===== src/rtl/mdio_slave_dri_pkg.sv =====
`default_nettype none
// +------------------------------------------------------------------+
// | mdio_slave_dri_pkg : Clause-22 frame codes and target FSM states  |
// | Rev 1.0                                                           |
// +------------------------------------------------------------------+
package mdio_slave_dri_pkg;

  localparam logic [1:0] ST_CODE = 2'b01;
  localparam logic [1:0] OP_RD   = 2'b10;
  localparam logic [1:0] OP_WR   = 2'b01;
  localparam logic [1:0] TA_WR   = 2'b10;

  localparam logic [4:0] C_ADDR_LAST = 5'd4;
  localparam logic [4:0] C_DATA_LAST = 5'd15;
  localparam logic [4:0] C_RD_END    = 5'd16;
  localparam logic [4:0] C_SKIP_LAST = 5'd17;

  typedef enum logic [8:0] {
    S_IDLE  = 9'b000000001,
    S_ST    = 9'b000000010,
    S_OP    = 9'b000000100,
    S_PHYAD = 9'b000001000,
    S_REGAD = 9'b000010000,
    S_TA    = 9'b000100000,
    S_RDATA = 9'b001000000,
    S_WDATA = 9'b010000000,
    S_SKIP  = 9'b100000000
  } state_e;

endpackage : mdio_slave_dri_pkg
`default_nettype wire


===== src/rtl/mdio_slave_dri_edge_sync.sv =====
`default_nettype none
// +------------------------------------------------------------------+
// | mdio_slave_dri_edge_sync : 2-flop sync of MDC/MDIO, MDC rise pulse |
// | Rev 1.0                                                           |
// +------------------------------------------------------------------+
module mdio_slave_dri_edge_sync (
  input  logic clk,
  input  logic rst_n,
  input  logic i_mdc,
  input  logic i_mdio,
  output logic o_mdc_rise,
  output logic o_mdio
);

  logic [1:0] r_mdc_sync;
  logic [1:0] r_mdio_sync;
  logic       r_mdc_q;

  always_ff @(posedge clk) begin
    if (!rst_n) begin
      r_mdc_sync  <= 2'b00;
      r_mdio_sync <= 2'b00;
      r_mdc_q     <= 1'b0;
    end else begin
      r_mdc_sync  <= {r_mdc_sync[0], i_mdc};
      r_mdio_sync <= {r_mdio_sync[0], i_mdio};
      r_mdc_q     <= r_mdc_sync[1];
    end
  end

  assign o_mdc_rise = r_mdc_sync[1] & ~r_mdc_q;
  assign o_mdio     = r_mdio_sync[1];

endmodule : mdio_slave_dri_edge_sync
`default_nettype wire


===== src/rtl/mdio_slave_dri.sv =====
`default_nettype none
// +------------------------------------------------------------------+
// | mdio_slave_dri : Clause-22 MDIO target serving a 32x16 reg bank    |
// | Rev 1.0                                                           |
// +------------------------------------------------------------------+
module mdio_slave_dri
  import mdio_slave_dri_pkg::*;
#(
  parameter logic [4:0]  PHY_ADDR = 5'b00001,
  parameter logic        BCAST_EN = 1'b0,
  parameter logic [5:0]  PRE_MIN  = 6'd32,
  parameter logic [15:0] TIMEOUT  = 16'd2000
) (
  input  logic        clk,
  input  logic        rst_n,
  input  logic        mdc,
  input  logic        mdio_i,
  output logic        mdio_o,
  output logic        mdio_oe,
  output logic [4:0]  reg_addr,
  output logic        reg_rd_req,
  input  logic [15:0] reg_rd_data,
  output logic        reg_wr_en,
  output logic [15:0] reg_wr_data,
  output logic        busy,
  output logic        frame_err
);

  state_e      r_state, w_state;
  logic [4:0]  r_cnt, w_cnt, w_addr, w_bits;
  logic [5:0]  r_pre, w_pre;
  logic [15:0] r_sh, w_sh, r_rdlat, w_wr_data, r_to;
  logic        r_rd, w_rd, r_match, w_match;
  logic        w_mdio_o, w_oe, w_rd_req, w_wr_pend, r_wr_pend, w_err, r_req_d;
  logic        w_rise, w_bit, w_timeout;

  mdio_slave_dri_edge_sync u_sync (
    .clk        (clk),
    .rst_n      (rst_n),
    .i_mdc      (mdc),
    .i_mdio     (mdio_i),
    .o_mdc_rise (w_rise),
    .o_mdio     (w_bit)
  );

  assign w_timeout = (r_state != S_IDLE) && (r_to == TIMEOUT - 16'd1);

  always_comb begin
    w_state   = r_state;
    w_cnt     = r_cnt;
    w_pre     = r_pre;
    w_sh      = r_sh;
    w_rd      = r_rd;
    w_match   = r_match;
    w_mdio_o  = mdio_o;
    w_oe      = mdio_oe;
    w_addr    = reg_addr;
    w_rd_req  = 1'b0;
    w_wr_data = reg_wr_data;
    w_wr_pend = 1'b0;
    w_err     = 1'b0;
    w_bits    = {r_sh[3:0], w_bit};
    if (w_rise) begin
      case (r_state)
        S_IDLE: begin
          if (w_bit) begin
            if (r_pre != 6'd63) w_pre = r_pre + 6'd1;
          end else if (r_pre >= PRE_MIN) begin
            w_state = S_ST;
          end else begin
            w_pre = '0;
          end
        end
        S_ST: begin
          w_cnt = '0;
          if (w_bit == ST_CODE[0]) w_state = S_OP;
          else begin w_err = 1'b1; w_state = S_IDLE; end
        end
        S_OP: begin
          w_sh  = {r_sh[14:0], w_bit};
          w_cnt = r_cnt + 5'd1;
          if (r_cnt == 5'd1) begin
            w_cnt = '0;
            if ({r_sh[0], w_bit} == OP_RD)      begin w_rd = 1'b1; w_state = S_PHYAD; end
            else if ({r_sh[0], w_bit} == OP_WR) begin w_rd = 1'b0; w_state = S_PHYAD; end
            else begin w_err = 1'b1; w_state = S_IDLE; end
          end
        end
        S_PHYAD: begin
          w_sh  = {r_sh[14:0], w_bit};
          w_cnt = r_cnt + 5'd1;
          if (r_cnt == C_ADDR_LAST) begin
            w_cnt   = '0;
            // broadcast address is only honoured for writes
            w_match = (w_bits == PHY_ADDR) || (BCAST_EN && (w_bits == 5'd0) && !r_rd);
            w_state = S_REGAD;
          end
        end
        S_REGAD: begin
          w_sh  = {r_sh[14:0], w_bit};
          w_cnt = r_cnt + 5'd1;
          if (r_cnt == C_ADDR_LAST) begin
            w_cnt  = '0;
            w_addr = w_bits;
            if (r_match) begin w_state = S_TA; w_rd_req = r_rd; end
            else         w_state = S_SKIP;
          end
        end
        S_TA: begin
          w_cnt = r_cnt + 5'd1;
          if (r_rd) begin
            if (r_cnt == 5'd1) begin
              w_oe = 1'b1; w_mdio_o = 1'b0; w_sh = r_rdlat; w_cnt = '0; w_state = S_RDATA;
            end
          end else if (w_bit != ((r_cnt == 5'd0) ? TA_WR[1] : TA_WR[0])) begin
            w_err = 1'b1; w_state = S_SKIP;
          end else if (r_cnt == 5'd1) begin
            w_cnt = '0; w_state = S_WDATA;
          end
        end
        S_RDATA: begin
          if (r_cnt == C_RD_END) begin
            w_oe = 1'b0; w_mdio_o = 1'b1; w_state = S_IDLE;
          end else begin
            w_mdio_o = r_sh[15];
            w_sh     = {r_sh[14:0], 1'b0};
            w_cnt    = r_cnt + 5'd1;
          end
        end
        S_WDATA: begin
          w_sh  = {r_sh[14:0], w_bit};
          w_cnt = r_cnt + 5'd1;
          if (r_cnt == C_DATA_LAST) begin
            w_wr_data = {r_sh[14:0], w_bit}; w_wr_pend = 1'b1; w_state = S_IDLE;
          end
        end
        S_SKIP: begin
          w_cnt = r_cnt + 5'd1;
          if (r_cnt == C_SKIP_LAST) w_state = S_IDLE;
        end
        default: w_state = S_IDLE;
      endcase
    end else if (w_timeout) begin
      w_oe = 1'b0; w_mdio_o = 1'b1; w_err = 1'b1; w_state = S_IDLE;
    end
    if (w_state == S_IDLE && r_state != S_IDLE) w_pre = '0;
  end

  always_ff @(posedge clk) begin
    if (!rst_n) begin
      r_state     <= S_IDLE;
      r_cnt       <= '0;
      r_pre       <= '0;
      r_sh        <= '0;
      r_rd        <= 1'b0;
      r_match     <= 1'b0;
      r_rdlat     <= '0;
      r_req_d     <= 1'b0;
      r_wr_pend   <= 1'b0;
      r_to        <= '0;
      mdio_o      <= 1'b1;
      mdio_oe     <= 1'b0;
      reg_addr    <= '0;
      reg_rd_req  <= 1'b0;
      reg_wr_en   <= 1'b0;
      reg_wr_data <= '0;
      busy        <= 1'b0;
      frame_err   <= 1'b0;
    end else begin
      r_state     <= w_state;
      r_cnt       <= w_cnt;
      r_pre       <= w_pre;
      r_sh        <= w_sh;
      r_rd        <= w_rd;
      r_match     <= w_match;
      r_req_d     <= reg_rd_req;
      if (r_req_d) r_rdlat <= reg_rd_data;
      r_wr_pend   <= w_wr_pend;
      r_to        <= (w_rise || r_state == S_IDLE) ? 16'd0 :
                     ((r_to == 16'hFFFF) ? r_to : r_to + 16'd1);
      mdio_o      <= w_mdio_o;
      mdio_oe     <= w_oe;
      reg_addr    <= w_addr;
      reg_rd_req  <= w_rd_req;
      reg_wr_en   <= r_wr_pend;
      reg_wr_data <= w_wr_data;
      busy        <= (w_state != S_IDLE);
      frame_err   <= w_err;
    end
  end

endmodule : mdio_slave_dri
`default_nettype wire

===== config.mk =====
export PLATFORM = sky130hd
export DESIGN_NAME = mdio_slave_dri
export DESIGN_NICKNAME = d
export VERILOG_FILES = /design/src/rtl/mdio_slave_dri_pkg.sv /design/src/rtl/mdio_slave_dri_edge_sync.sv /design/src/rtl/mdio_slave_dri.sv
export SDC_FILE = /design/constraint.sdc
export NUM_CORES = 1
export LEC_CHECK = 0
export CAP_MARGIN = 5
export CORE_MARGIN = 3
export CORE_UTILIZATION = 55
export CTS_CLUSTER_SIZE = 8
export DETAILED_ROUTE_END_ITERATION = 8
export PLACE_DENSITY = 0.82
export REMOVE_ABC_BUFFERS = 1
export SETUP_SLACK_MARGIN = 0.05
export SLEW_MARGIN = 25
export SYNTH_ARGS = -nofsm -noshare
export SYNTH_HDL_FRONTEND = slang
export SYNTH_SLANG_ARGS = --single-unit

===== constraint.sdc =====
create_clock -name clk -period 7.3 [get_ports clk]
set_clock_uncertainty 0.1 [all_clocks]
set_input_delay 0.73 -clock clk [delete_from_list [all_inputs] [get_ports clk]]
set_output_delay 0.73 -clock clk [all_outputs]
set_load 0.05 [all_outputs]

**Run 1: clock wires, drivers and flops**

The bar under the picture is 20 µm long.
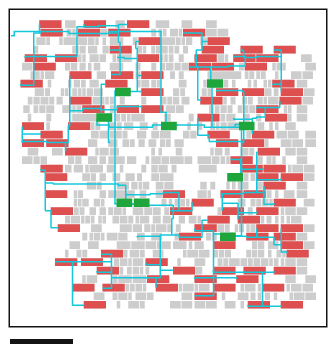
[cyan] clock wires | length: 1100 µm
[red] flip-flops | count: 104
[green] clock-net drivers | count: 9
flops lie: spread over the die
clk ins delay skew pair: 0.37 ns
clock share of power: 0.382
clock-net power: 373 µW

**Run 1: cell placement**

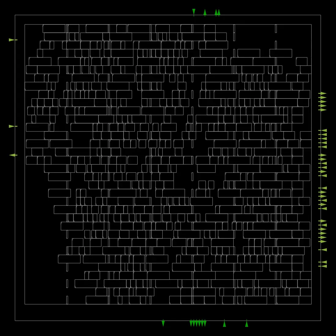
Finished Core Util: 0.645
Seq cells: 104

==> impl_metrics.py, run 1 <==
# Physical implementation metrics
metrics = {
    "power_and_ir_drop": {
        "combPwrFrac": 0.034,
        "vdd_ir_drop_max_mv": 0.107,
        "seqPwrFrac": 0.584,
        "p_int_uw": 755,
    },
    "final_timing": {
        "finalSetupViolCount": 0,
        "rsz0062_at_grt": "false",
        "fmax_ghz": 0.323,
        "worst_slack_ns": 4.20,
    },
    "drt": {
        "drc": 0,
        "viasPerCell": 6.15,
        "drt_iter0_drc": 370,
        "final_antenna_net_count": 0,
        "first_pass_iters": 5,
        "wire_per_inst_um": 16.4,
    },
    "placed_design": {
        "dp_slack_ns": 4.27,
        "io_buffers": 46,
        "dpl_cell_area_mm2": 0.00544,
    },
    "yosys": {
        "top_area_cell": "dfxtp_1",
        "aoi_share": 0.183,
        "muxShareOfSynthArea": 0.0524,
        "yosys_area_mm2": 0.00497,
        "ys_sh_xor": 0.0247,
        "ff_type": "dfxtp_1",
        "yosys_cells": 585,
        "ys.flops": 104,
        "enable_flop_cells": 0,
    },
    "clock_tree": {
        "numClockSinks": 104,
        "cts_root_buf": "clkbuf_8",
        "clk_path_buf_depth": 2,
    },
    "floorplan": {
        "io_pins": 47,
        "die_w_um": 101,
        "die_area_mm2": 0.0102,
    },
    "layout": {
        "layout-drive-gt1-share": 0.0618,
        "fin_cells": 723,
        "n_fill_cell": 745,
        "synthToLayoutAreaGrowth_pct": 13.7,
    },
    "global_route": {
        "antenna_found_initial": 0,
        "grt_max_degree": 43,
        "grt_pass1_wl_um": 19500,
    },
    "worst_setup_path": {
        "arrival_ns": 3.30,
        "cp.required_ns": 7.50,
    },
    "hold_path": {
        "hold_path_class": "flip-flop to flip-flop",
    },
    "run_status": {
        "status": "finished, final reports clean",
    },
}
**Run 1: M3 wires**

The bar under the picture is 20 µm long.
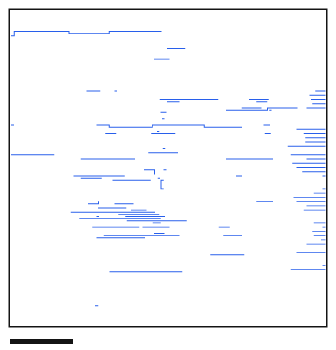
main direction: horizontal
wire length on this layer: 706 µm

**Run 1: close-up of the layout**

Window x 31 to 71, y 10 to 50 µm. Cells in grey, sequential cells in the stronger grey; small squares are vias.
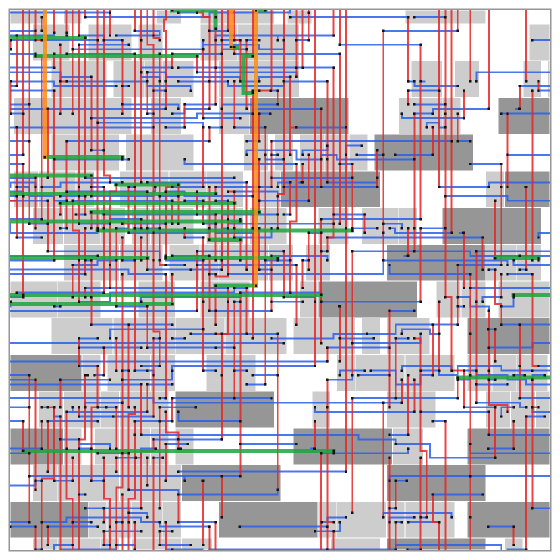
[orange] M4
[blue] M1
[red] M2
[green] M3
sequential cells in the window: 18
netlist names of flops here include: r_cnt (5), r_sh (4), reg_addr (4)
most frequent: dfxtp_1 (18), a21oi_1 (11), nor2_1 (9)
cells with their middle in the window: 121

-- run 1: routing by layer --
layer	vias to the layer above	wire length, µm	part of all wire	track usage
li1	2161	-	-	-
met1	2134	5340	0.45	0.313
met2	133	5600	0.47	0.383
met3	18	706	0.060	0.0450
met4	0	177	0.015	0.0644
met5	-	0	0	0
-- run 1: state kept, by name (all words and copies together) (netlist names) --
name,flops
r_rdlat,16
r_sh,16
r_to,16
reg_wr_data,16
r_state,9
r_pre,6
r_cnt,5
reg_addr,5
u_sync.r_mdc_sync,2
u_sync.r_mdio_sync,2
busy,1
frame_err,1
mdio_o,1
mdio_oe,1
r_match,1
r_rd,1
r_req_d,1
r_wr_pend,1
reg_rd_req,1
reg_wr_en,1
u_sync.r_mdc_q,1
-- run 1: layout make-up --
class                   instances  area [µm²]  share of cell area
well taps                     108         135              0.0239
flip-flops and latches        104        2080               0.369
repair buffers                 49         483              0.0855
multi-input cells             432        2690               0.475
clock buffers                  10         138              0.0244
clock inverters                 6        73.8              0.0131
inverters                      14        52.6             0.00930
-- run 1: Yosys cell counts, types with 9 or more instances --
cell	number
mux2i_1	26
nand4_1	13
ha_1	9
dfxtp_1	104
o21ai_0	35
a21oi_1	54
inv_1	14
clkbuf_1	22
o22ai_1	16
nand2_1	57
nand3_1	21
xor2_1	12
nor3_1	10
nor2_1	56
and3_1	10
buf_2	9
-- run 1: placed cells by master (no fill, tap or decap), types with 3 or more instances in the layout --
cell type and instances:
and4_1 3, a31oi_1 5, and3_1 10, nor4b_1 7
nor3_1 10, and2_1 8, or3b_2 3, a21o_1 3
clkbuf_8 10, nor2_1 56, o21ai_0 35, a21oi_1 54
nor4_2 3, buf_4 3, clkdlybuf4s50_1 46, nand2b_1 5
o211ai_1 6, nand3_1 21, nor2b_1 6, a211oi_1 6
nor4_1 5, nor4bb_1 4, dfxtp_1 104, nand4_1 13
nand2_1 57, ha_1 9, mux2i_1 26, xor2_1 12
nand3b_1 6, o22ai_1 16, or3_1 3, inv_1 14
-- run 1: final timing paths --
kind | startpoint | endpoint | slack, ns
worst max-delay path | r_state[4]$_SDFF_PN0_ | r_cnt[3]$_SDFFE_PN0P_ | 4.20
worst min-delay path | u_sync.r_mdio_sync[0]$_SDFF_PN0_ | u_sync.r_mdio_sync[1]$_SDFF_PN0_ | 0.34
worst max register to register | r_state[4]$_SDFF_PN0_ | r_cnt[3]$_SDFFE_PN0P_ | 4.20
worst min register to register | u_sync.r_mdio_sync[0]$_SDFF_PN0_ | u_sync.r_mdio_sync[1]$_SDFF_PN0_ | 0.34
-- run 1: worst max-delay path, stage by stage (launching register included) --
cell,delay (ns)
dfxtp_1,0.59
nor2_1,0.23
and4_1,0.29
a21oi_2,0.69
o21ai_1,0.40
or4b_1,0.56
a31oi_1,0.18
-- run 1: power by group through the flow --
stage          combinational, mW  sequential [mW]  clock [mW]
2_1_floorplan             0.0114            0.585           0
3_3_place_gp              0.0319            0.584           0
3_5_place_dp              0.0323            0.584           0
4_1_cts                   0.0326            0.571       0.381
5_1_grt                   0.0350            0.571       0.402
6_report                  0.0328            0.570       0.373
**Run 1: routed metal, one colour a layer**

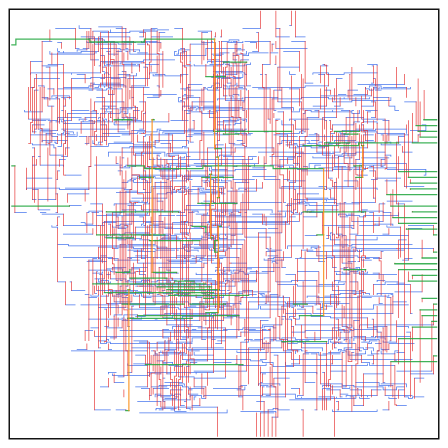

## Run 2: what changed since run 1
clock period = 3 ns   (was 7.3 ns; I/O delays follow)
**Run 2: routed metal, one colour a layer**

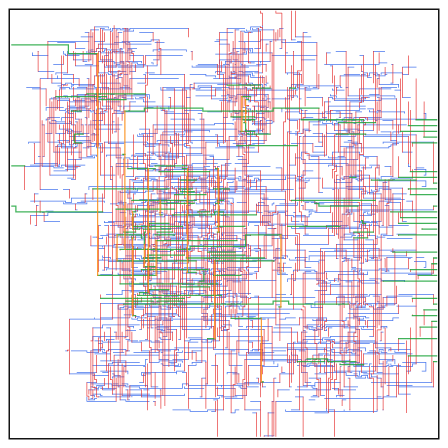
[green] M3 | wire length: 996 µm
[blue] M1 | wire length: 5430 µm
[red] M2 | wire length: 6000 µm
[orange] M4 | wire length: 263 µm

**Run 2: close-up of the layout**

Window x 31 to 71, y 10 to 50 µm. Cells in grey, sequential cells in the stronger grey; small squares are vias.
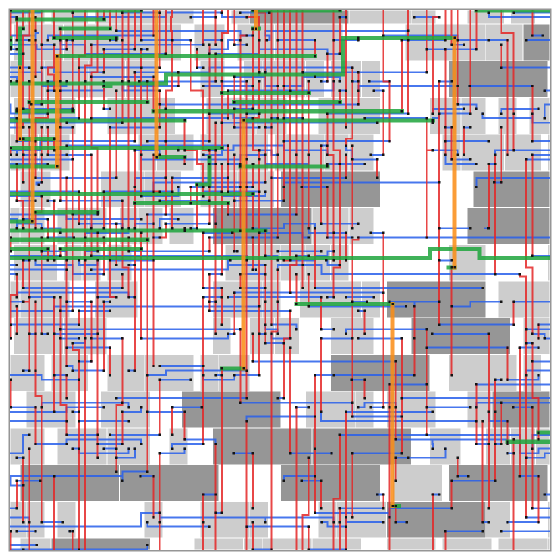
[orange] M4
[green] M3
[red] M2
[blue] M1
cells with their middle in the window: 124
netlist names of flops here include: reg_addr (4), r_rdlat (3), r_sh (2)
most frequent: dfxtp_1 (17), nor2_1 (14), a21oi_1 (9)
sequential cells in the window: 17

==> run 2 against run 1 <==
Net effect:
- cell area increased by 2.1%
- count of clock-buffer cells in the layout shrank 1
- sequential cell count is the same
- non-clock buffer count increased by 17
- worst setup slack lost 3.9 ns
- critical endpoint is now r_pre[0]$_SDFFE_PP0P_
- largest cell class unchanged
==> impl_metrics.py, run 2 <==
# Physical implementation metrics
metrics = {
    "drt": {
        "wire_per_inst_um": 17.2,
        "wl_met1_um": 5430,
        "first_pass_iters": 5,
        "viasPerCell": 6.21,
        "wl_met2_um": 6000,
        "drc": 0,
        "routed.top_layer": "met4",
        "route.met3.wl_um": 996,
        "drt_iter0_drc": 406,
        "final_antenna_net_count": 0,
    },
    "clock_tree": {
        "insertion_delay_ns": 0.37,
        "numClockSinks": 104,
        "cts_tree": "built",
        "clk_path_buf_depth": 2,
        "post_cts_buffers": 0,
        "cts_root_buf": "clkbuf_8",
    },
    "layout": {
        "lay_top_count": "dfxtp_1",
        "lay_top_cells": "dfxtp_1, nand2_1, nor2_1",
        "layout-drive-gt1-share": 0.0856,
    },
    "placed_design": {
        "io_buffers": 46,
        "dp_slack_ns": 0.379,
        "dpl_cell_area_mm2": 0.00559,
    },
    "yosys": {
        "most_common_cell": "dfxtp_1",
        "yosys_cells": 585,
        "ys.flops": 104,
        "top_area_cell": "dfxtp_1",
        "yosys_area_mm2": 0.00497,
        "enable_flop_cells": 0,
        "ff_type": "dfxtp_1",
    },
    "worst_setup_path": {
        "cp_num_buf_inv": 0,
        "arrival_ns": 2.82,
        "critical_path.startpoint": "r_state[3]$_SDFF_PN0_",
        "path_cells": "nor4b_1 > nand3_1 > o21ai_0 > a221oi_1 > a211oi_2 > a211oi_1",
        "r2r-start": "r_state[3]$_SDFF_PN0_",
        "slowest_delay_ns": 0.63,
        "cp.required_ns": 3.11,
        "slowest_stage": "nor4b_1",
        "regToRegSetupSlack_ns": 0.29,
    },
    "final_timing": {
        "fmax_ghz": 0.370,
        "maxSlewHeadroom": 0.362,
        "worst_slack_ns": 0.294,
        "finalSetupViolCount": 0,
        "rsz0062_at_grt": "false",
    },
    "floorplan": {
        "io_pins": 47,
        "die_w_um": 101,
        "die_area_mm2": 0.0102,
    },
    "run_status": {
        "status": "finished, final reports clean",
    },
    "hold_path": {
        "hold_start": "u_sync.r_mdc_sync[0]$_SDFF_PN0_",
        "hold_path_class": "flip-flop to flip-flop",
    },
    "global_route": {
        "grt_max_degree": 32,
    },
}
==> run 2: cell counts after synthesis <==
Identical to the previous run, type by type.
==> run 2: cell families (layout without fill, tap and decap cells) <==
group / after synthesis / count (layout) / share of synthesized area
and+or+nand+nor: 235 / 235 / 0.258
muxes: 26 / 26 / 0.0524
buffers and inverters: 49 / 95 / 0.0408
DFF: 104 / 104 / 0.419
AOI/OAI and AO/OA: 148 / 148 / 0.183
xor gates and xnor gates: 14 / 14 / 0.0247
adders and majority gates: 9 / 9 / 0.0227
==> run 2: per-layer routing <==
layer	vias up	GRT usage
met2	210	0.411
met3	33	0.0526
met1	2148	0.319
li1	2198	-
met5	-	0
met4	0	0.0849
==> run 2: layout make-up <==
| class | instances | area [µm²] |
|---|---|---|
| Timing Repair Buffer | 66 | 636 |
| Clock inverter | 6 | 56.3 |
| Fill cell | 717 | 2990 |
| Multi-Input combinational cell | 432 | 2690 |
| Sequential cell | 104 | 2080 |
| Clock buffer | 9 | 124 |
| Inverter | 14 | 52.6 |
| Tap cell | 108 | 135 |
==> run 2: worst paths after layout <==
kind	endpoint	cells past startpoint
max	r_pre[0]$_SDFFE_PP0P_	6
min	u_sync.r_mdc_sync[1]$_SDFF_PN0_	1
max reg2reg	r_pre[0]$_SDFFE_PP0P_	6
min reg2reg	u_sync.r_mdc_sync[1]$_SDFF_PN0_	1
==> run 2: where the power goes <==
group / total, mW / switching, mW / internal (mW)
sequential: 1.39 / 0.00345 / 1.38
clock: 0.815 / 0.506 / 0.309
combinational: 0.0908 / 0.0501 / 0.0407
No activity file was given, so power comes from the tool's default toggle rates.
